Figure 1. Cells coloured by class (run 1).
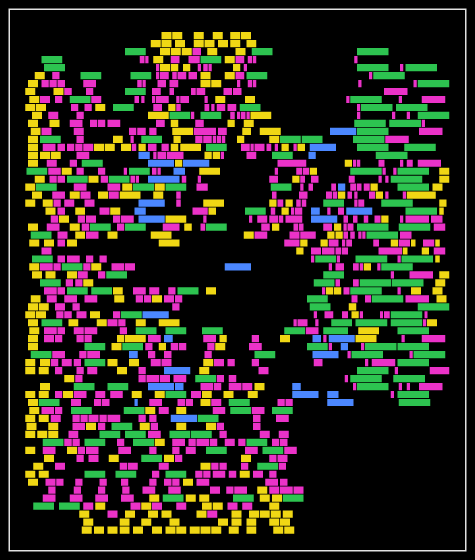
Figure 2. Signal wires by layer (run 1).
The bar under the picture is 50 um long.
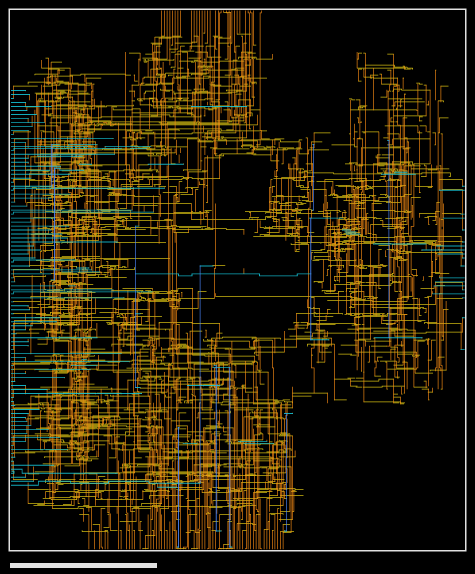
Figure 3. Clock distribution (run 1).
The bar under the picture is 50 um long.
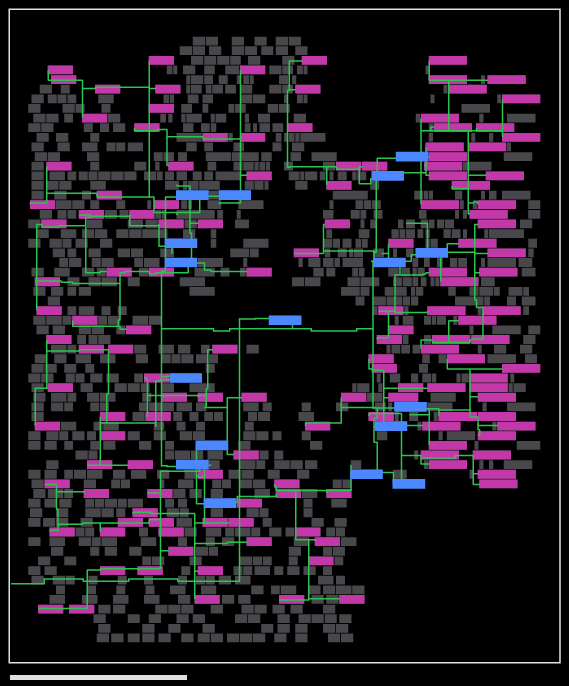
<file path="src/rtl/dispatch_mult_pkg.sv">
// Shared CPU defines: tag/data widths, holding-register state and bundle.
// Imported by the dispatch and issue-queue blocks.
package dispatch_mult_pkg;

    localparam int TAG_W  = 6;
    localparam int DATA_W = 32;

    typedef enum logic {
        EMPTY = 1'b0,
        FULL  = 1'b1
    } hold_state_t;

    typedef struct packed {
        logic [TAG_W-1:0]  rstag;
        logic [TAG_W-1:0]  rttag;
        logic [DATA_W-1:0] rsdata;
        logic [DATA_W-1:0] rtdata;
        logic              rsvalid;
        logic              rtvalid;
    } hold_t;

    // An operand still waiting on its producer picks up a matching broadcast.
    function automatic logic cdb_hit(
        input logic             valid,
        input logic [TAG_W-1:0] tag,
        input logic             bus_valid,
        input logic [TAG_W-1:0] bus_tag
    );
        return !valid && bus_valid && (tag == bus_tag);
    endfunction

endpackage

</file>
<file path="src/rtl/dispatch_mult_tag_fifo.sv">
// tag_fifo: free list of multiply destination tags.
// Ports: clk, reset, push/push_tag (returned tag), pop, head, count,
//        overflow (push dropped at full), bad_tag (push outside pool range).
module tag_fifo
    import dispatch_mult_pkg::*;
#(
    parameter logic [TAG_W-1:0] TAG_BASE   = 6'd32,
    parameter int               POOL_DEPTH = 8,
    parameter int               PTR_W      = $clog2(POOL_DEPTH),
    parameter int               CNT_W      = PTR_W + 1
) (
    input  logic             clk,
    input  logic             reset,
    input  logic             push,
    input  logic [TAG_W-1:0] push_tag,
    input  logic             pop,
    output logic [TAG_W-1:0] head,
    output logic [CNT_W-1:0] count,
    output logic             overflow,
    output logic             bad_tag
);

    logic [TAG_W-1:0] mem [POOL_DEPTH];
    logic [PTR_W-1:0] rd_ptr;
    logic [PTR_W-1:0] wr_ptr;
    logic [TAG_W:0]   offset;
    logic             in_range;
    logic             full;
    logic             do_pop;
    logic             do_push;

    // Extra bit keeps tags below TAG_BASE from wrapping into range.
    assign offset   = {1'b0, push_tag} - {1'b0, TAG_BASE};
    assign in_range = !offset[TAG_W] && (offset < (TAG_W+1)'(POOL_DEPTH));
    assign full     = (count == CNT_W'(POOL_DEPTH));

    assign do_pop   = pop && (count != '0);
    // A same-cycle pop frees the slot a push at full needs.
    assign do_push  = push && in_range && (!full || do_pop);
    assign overflow = push && in_range && full && !do_pop;
    assign bad_tag  = push && !in_range;

    assign head = mem[rd_ptr];

    always_ff @(posedge clk) begin
        if (reset) begin
            for (int i = 0; i < POOL_DEPTH; i++) begin
                mem[i] <= TAG_BASE + TAG_W'(i);
            end
            rd_ptr <= '0;
            wr_ptr <= '0;
            count  <= CNT_W'(POOL_DEPTH);
        end else begin
            if (do_pop) begin
                rd_ptr <= rd_ptr + PTR_W'(1);
            end
            if (do_push) begin
                mem[wr_ptr] <= push_tag;
                wr_ptr      <= wr_ptr + PTR_W'(1);
            end
            unique case ({do_push, do_pop})
                2'b10:   count <= count + CNT_W'(1);
                2'b01:   count <= count - CNT_W'(1);
                default: count <= count;
            endcase
        end
    end

endmodule

</file>
<file path="src/rtl/dispatch_mult.sv">
// dispatch_mult: one-entry holding register for multiply instructions,
// CDB snoop on waiting operands, destination tag from a free-list pool.
// Ports: decode side (in_*), CDB snoop (cdb_*), tag return (tagfree_*),
//        issue-queue side (dispatch_*), sticky pool_err.
module dispatch_mult
    import dispatch_mult_pkg::*;
#(
    parameter logic [TAG_W-1:0] TAG_BASE   = 6'd32,
    parameter int               POOL_DEPTH = 8
) (
    input  logic              clk,
    input  logic              reset,
    input  logic              in_en,
    input  logic [TAG_W-1:0]  in_rstag,
    input  logic [TAG_W-1:0]  in_rttag,
    input  logic [DATA_W-1:0] in_rsdata,
    input  logic [DATA_W-1:0] in_rtdata,
    input  logic              in_rsvalid,
    input  logic              in_rtvalid,
    output logic              in_ready,
    input  logic              cdb_valid,
    input  logic [TAG_W-1:0]  cdb_tag,
    input  logic [DATA_W-1:0] cdb_data,
    input  logic              tagfree_en,
    input  logic [TAG_W-1:0]  tagfree_tag,
    output logic [TAG_W-1:0]  dispatch_rdtag,
    output logic [TAG_W-1:0]  dispatch_rstag,
    output logic [TAG_W-1:0]  dispatch_rttag,
    output logic [DATA_W-1:0] dispatch_rsdata,
    output logic [DATA_W-1:0] dispatch_rtdata,
    output logic              dispatch_rsvalid,
    output logic              dispatch_rtvalid,
    output logic              dispatch_en,
    input  logic              dispatch_ready,
    output logic              pool_err
);

    localparam int CNT_W = $clog2(POOL_DEPTH) + 1;

    hold_state_t      state;
    hold_t            hold;
    logic [CNT_W-1:0] pool_cnt;
    logic             fifo_ovf;
    logic             fifo_bad;
    logic             xfer;
    logic             accept;
    logic             rs_byp;
    logic             rt_byp;
    logic             rs_hit;
    logic             rt_hit;

    tag_fifo #(
        .TAG_BASE   (TAG_BASE),
        .POOL_DEPTH (POOL_DEPTH)
    ) u_tag_fifo (
        .clk      (clk),
        .reset    (reset),
        .push     (tagfree_en),
        .push_tag (tagfree_tag),
        .pop      (xfer),
        .head     (dispatch_rdtag),
        .count    (pool_cnt),
        .overflow (fifo_ovf),
        .bad_tag  (fifo_bad)
    );

    // No tag to hand out means the held instruction simply waits.
    assign dispatch_en = (state == FULL) && (pool_cnt != '0);
    assign xfer        = dispatch_en && dispatch_ready;
    assign in_ready    = (state == EMPTY) || xfer;
    assign accept      = in_en && in_ready;

    assign rs_byp = cdb_hit(in_rsvalid, in_rstag, cdb_valid, cdb_tag);
    assign rt_byp = cdb_hit(in_rtvalid, in_rttag, cdb_valid, cdb_tag);
    assign rs_hit = cdb_hit(hold.rsvalid, hold.rstag, cdb_valid, cdb_tag);
    assign rt_hit = cdb_hit(hold.rtvalid, hold.rttag, cdb_valid, cdb_tag);

    assign dispatch_rstag   = hold.rstag;
    assign dispatch_rttag   = hold.rttag;
    assign dispatch_rsdata  = hold.rsdata;
    assign dispatch_rtdata  = hold.rtdata;
    assign dispatch_rsvalid = hold.rsvalid;
    assign dispatch_rtvalid = hold.rtvalid;

    always_ff @(posedge clk) begin
        if (reset) begin
            state    <= EMPTY;
            hold     <= '0;
            pool_err <= 1'b0;
        end else begin
            if (fifo_ovf || fifo_bad) begin
                pool_err <= 1'b1;
            end
            if (accept) begin
                state        <= FULL;
                hold.rstag   <= in_rstag;
                hold.rttag   <= in_rttag;
                hold.rsvalid <= in_rsvalid || rs_byp;
                hold.rtvalid <= in_rtvalid || rt_byp;
                hold.rsdata  <= rs_byp ? cdb_data : in_rsdata;
                hold.rtdata  <= rt_byp ? cdb_data : in_rtdata;
            end else if (xfer) begin
                // The issue queue sees this cycle's broadcast itself.
                state <= EMPTY;
            end else if (state == FULL) begin
                if (rs_hit) begin
                    hold.rsdata  <= cdb_data;
                    hold.rsvalid <= 1'b1;
                end
                if (rt_hit) begin
                    hold.rtdata  <= cdb_data;
                    hold.rtvalid <= 1'b1;
                end
            end
        end
    end

endmodule

</file>
<file path="config.mk">
export PLATFORM = sky130hd
export DESIGN_NAME = dispatch_mult
export DESIGN_NICKNAME = d
export VERILOG_FILES = /design/src/rtl/dispatch_mult_pkg.sv /design/src/rtl/dispatch_mult_tag_fifo.sv /design/src/rtl/dispatch_mult.sv
export SDC_FILE = /design/constraint.sdc
export NUM_CORES = 1
export LEC_CHECK = 0
export ABC_AREA = 0
export CAP_MARGIN = 20
export CORE_ASPECT_RATIO = 1.2
export CORE_MARGIN = 5
export CORE_UTILIZATION = 30
export CTS_BUF_LIST = sky130_fd_sc_hd__clkbuf_16
export DETAILED_ROUTE_END_ITERATION = 10
export GPL_ROUTABILITY_DRIVEN = 0
export SLEW_MARGIN = 15
export SYNTH_ARGS = -nofsm -noshare
export SYNTH_HDL_FRONTEND = slang
export SYNTH_SLANG_ARGS = --single-unit
</file>
<file path="constraint.sdc">
create_clock -name clk -period 2.75 [get_ports clk]
set_clock_uncertainty 0.2 [all_clocks]
set_input_delay 0.55 -clock clk [delete_from_list [all_inputs] [get_ports clk]]
set_output_delay 0.55 -clock clk [all_outputs]
set_load 0.02 [all_outputs]
</file>
==> impl_metrics.csv, run 1 <==
group,metric,value,unit
status,status,"finished clean",
pwr,leakage,3.93,nW
worst_setup_path,cp-end-kind,"flip-flop",
yosys,synth_top_area_share,24.5,%
pwr,power.total,5.87,mW
worst_hold_path,hold_class,"reg -> reg",
detailed_routing,drc,0,
pwr,switching_share,29.0,%
run,warnings,29,
placement,place_inst,1228,
clock_network,clk_pin_slew_worst_paths,70,ps
yosys,postSynthRegisterBits,141,
yosys,ys_cells,673,
floorplan,die_h,184,um
worst_setup_path,worst_ep_required_time,2840,ps
layout,drive_gt1_share,20.7,%
worst_setup_path,reg2reg_depth,9,
yosys,yosys_area,7590,um^2
worst_setup_path,timing.critical_path.fanout_max,3,
placement,place_area,10500,um^2
pwr,p_int,4.17,mW
yosys,ff_type,"dfxtp_1",
yosys,yosys.area.top_type,"dfxtp_1",
global_routing,grt_max_degree,66,
layout,fin_util,44.6,%
timing,period_minus_slack,2720,ps
worst_hold_path,hold_depth,2,
yosys,ys_async_sr_fraction,0,%
yosys,netlist_top_cells_count,"93 x dfxtp_1, 66 x mux2i_1, 64 x or4_1",
timing,fmax,368,MHz
worst_hold_path,hp-start,"dispatch_rttag[5]",
layout,fin_cells,1261,
pwr,clkPwrFrac,39.3,%
timing,finalSetupTns,0,ps
pwr,power_frac_comb,20.5,%
yosys,synth_area,7590,um^2
timing,finalClockPeriodUsage,98.7,%
yosys,edf_count,48,
pwr,powerClk,2.31,mW
layout,syn_to_final_growth,46.0,%
## Picture notes: Figure 1
legend:
  green:
    class: registers
    cells: 141
    share_of_their_area: 31%
  magenta:
    class: remaining logic cells
    cells: 490
    share_of_their_area: 38%
  blue:
    class: clock drivers and dummy loads
    cells: 32
    share_of_their_area: 5.4%
  yellow:
    class: remaining buffers and delay cells
    cells: 273
    share_of_their_area: 26%
Finished Cell Area: 11100 um^2
Seq area share: 29.8%
Core Rows: 63
core area: 24800 um^2

## Picture notes: Figure 2
legend:
  cyan:
    layer: M3
    wire_length: 1790 um
  blue:
    layer: M4
    wire_length: 511 um
  yellow:
    layer: M1
    wire_length: 9910 um
  orange:
    layer: M2
    wire_length: 12600 um
aggregate global-route resource usage: 17.2%
final WL: 24800 um
routed vias: 6477
WL/cell: 19.7 um

## Picture notes: Figure 3
legend:
  magenta:
    item: flip-flops
    count: 141
  blue:
    item: clock-net drivers
    count: 17
  green:
    item: clock wires
    length: 2160 um
flops lie: all over the die

## run 1: worst max-delay path, cell delays in order
cell and delay (ps):
clkdlybuf4s50_1 460, nor3b_4 320, nand3_2 140, ha_2 230
nor4bb_1 260, a21oi_1 70, o21a_1 180, o21ai_0 120
or3b_2 460
## run 1: layout make-up
| type | instances | share of cell area [%] |
|---|---|---|
| clock buffer | 17 | 3.84 |
| sequential | 141 | 29.8 |
| tap | 325 | 3.67 |
| timing repair buffer | 273 | 24.9 |
| multi-input combinational | 485 | 36.2 |
| clock inverter | 15 | 1.39 |
| inverter | 5 | 0.169 |
## run 1: routing by layer
metal / vias to the layer above / global-route usage [%] / part of all wire, % / wire, um
li1: 3102 / - / - / -
met1: 3155 / 20.2 / 40 / 9910
met2: 195 / 29.7 / 51 / 12600
met3: 25 / 5.50 / 7.2 / 1790
met4: 0 / 5.60 / 2.1 / 511
met5: - / 0 / 0 / 0
## run 1: kinds of logic (layout without fill, tap and decap cells)
| group | after synthesis | count (layout) | synth area share, % |
|---|---|---|---|
| simple gates | 189 | 189 | 15.0 |
| compound gates | 151 | 151 | 18.5 |
| flops | 141 | 141 | 43.5 |
| mux | 85 | 85 | 13.3 |
| buf+inv | 69 | 310 | 5.13 |
| xor+xnor | 31 | 31 | 3.58 |
| fa+ha+maj | 5 | 5 | 0.825 |
| other cells | 2 | 24 | 0.0990 |
## run 1: what timing repair did
| action | in CTS | in global routing |
|---|---|---|
| pin swaps | 0 | 3 |
| cloned | 1 | 0 |
| resized | 28 | 6 |
| endpoints found under the setup margin | 8 | 6 |
--- run 2 (diff from run 1) ---
Settings changed: CORE_UTILIZATION 30 to 26.
==> impl_metrics.csv, run 2 <==
group,metric,value,unit
pwr,powerClk,2.39,mW
layout,fin_cells,1323,
layout,design_area,11200,um^2
placement,place_inst,1289,
placement,place_area,10600,um^2
timing,finalClockPeriodUsage,97.1,%
global_routing,grt_pass1_vias,6756,
worst_setup_path,cp-end-kind,"output port",
global_routing,grt_max_degree,93,
clock_network,clk_pin_slew_worst_paths,60,ps
global_routing,gr-usage-all-layers,15.3,%
floorplan,placementRows,68,
detailed_routing,drt_wl_total,25700,um
floorplan,ios,215,
detailed_routing,vias,6507,
pwr,leakage,3.96,nW
yosys,netlist_top_cells_count,"93 x dfxtp_1, 66 x mux2i_1, 64 x or4_1",
detailed_routing,drt_iter0_drc,304,
timing,finalSetupTns,0,ps
status,status,"finished clean",
yosys,synth_area,7590,um^2
yosys,ys_async_sr_fraction,0,%
pwr,power_frac_comb,20.3,%
worst_setup_path,timing.critical_path.fanout_max,6,
worst_setup_path,path_class,"reg -> out",
timing,hold_slack,193,ps
yosys,yosys.area.top_type,"dfxtp_1",
yosys,ys_warn_count,0,
yosys,postSynthRegisterBits,141,
timing,worst_slack,79.5,ps
pwr,clkPwrFrac,40.1,%
worst_setup_path,worst_ep_required_time,2000,ps
run,warnings,27,
worst_hold_path,hold_class,"in -> reg",
detailed_routing,drc,0,
yosys,synth_top_area_share,24.5,%
layout,syn_to_final_growth,48.0,%
timing,period_minus_slack,2670,ps
placement,numPortBuffers,214,
pwr,sequentialPowerShare,39.7,%
timing,setup_viol,0,
layout,drive_gt1_share,21.0,%
timing,fmax,374,MHz
detailed_routing,wire_per_inst,19.4,um
yosys,edf_count,48,
yosys,yosys_area,7590,um^2
yosys,ys_cells,673,
yosys,ff_type,"dfxtp_1",
pwr,switching_share,28.5,%
pwr,p_int,4.26,mW
timing,slew-limit-headroom,59.2,%
-- run 2: repair_timing --
action,4_1_cts,5_1_grt
setup endpoints to repair,7,2
cloned,1,0
setup buffers,0,0
gates resized,29,7
pin swaps,0,1
-- run 2: final timing paths --
| path | from | end | slack (ps) | depth (start not counted) |
|---|---|---|---|---|
| min reg2reg | pool_err | pool_err | 280 | 2 |
| max | flip-flop | dispatch_rdtag[4] | 80 | 4 |
| min | reset | u_tag_fifo.wr_ptr[0] | 190 | 2 |
| max reg2reg | u_tag_fifo.count[0] | u_tag_fifo.count[3] | 170 | 9 |
-- run 2: metrics by stage --
stage	utilization (%)	total power [mW]
6_report	39.0	5.96
5_1_grt	39.0	6.21
4_1_cts	38.9	6.03
3_5_place_dp	36.8	3.62
3_3_place_gp	36.8	3.61
2_1_floorplan	-	2.98
-- run 2: area by class of cell --
class / instances / area [um^2]
repair buffers: 274 / 2790
clock buffers: 17 / 425
flip-flops and latches: 141 / 3310
clock inverters: 15 / 175
inverters: 5 / 18.8
well taps: 385 / 482
multi-input cells: 485 / 4020
diodes: 1 / 2.50
fillers: 2906 / 17500
-- run 2: logic make-up after synthesis --
logic type	synth area share, %
simple gates	15.0
compound gates	18.5
flops	43.5
mux	13.3
buf+inv	5.13
xor+xnor	3.58
fa+ha+maj	0.825
other cells	0.0990
-- run 2: metal layers --
metal	routed length, um	share of wire [%]	GRT usage (%)
met5	0	0	0
met4	587	2.3	5.35
met3	2170	8.4	5.60
met2	12800	50	26.2
met1	10100	39	17.6
-- run 2: worst max-delay path: stages, from the launching register on --
cell and delay (ps):
dfxtp_4 390, buf_12 140, mux4_2 530, mux2_2 270
buf_2 160
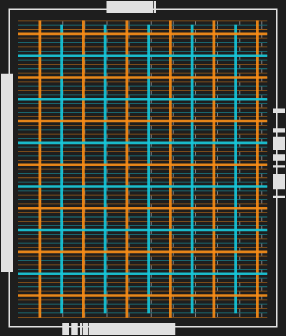
Figure 4: run 2, supply network.
Pins as bars on the die edge. Tap cells in grey.
legend:
  orange:
    net: VSS
  cyan:
    net: VDD
met1 rails: 69
rows: 68
met5 straps: 13
die width: 166 um
Die Span Y: 197 um
worst vdd ir: 0.313 mV
core area: 28800 um^2

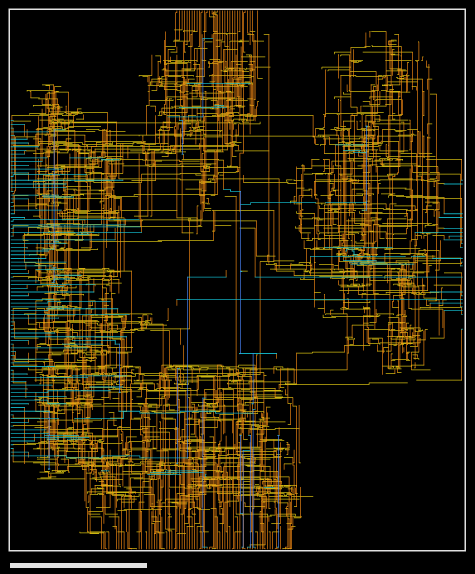
Figure 5: run 2, signal wires by layer.
The bar under the picture is 50 um long.
legend:
  orange:
    layer: M2
    wire_length: 12800 um
  blue:
    layer: M4
    wire_length: 588 um
  cyan:
    layer: M3
    wire_length: 2170 um
  yellow:
    layer: M1
    wire_length: 10100 um

No activity file was given, so power comes from the tool's default toggle rates.
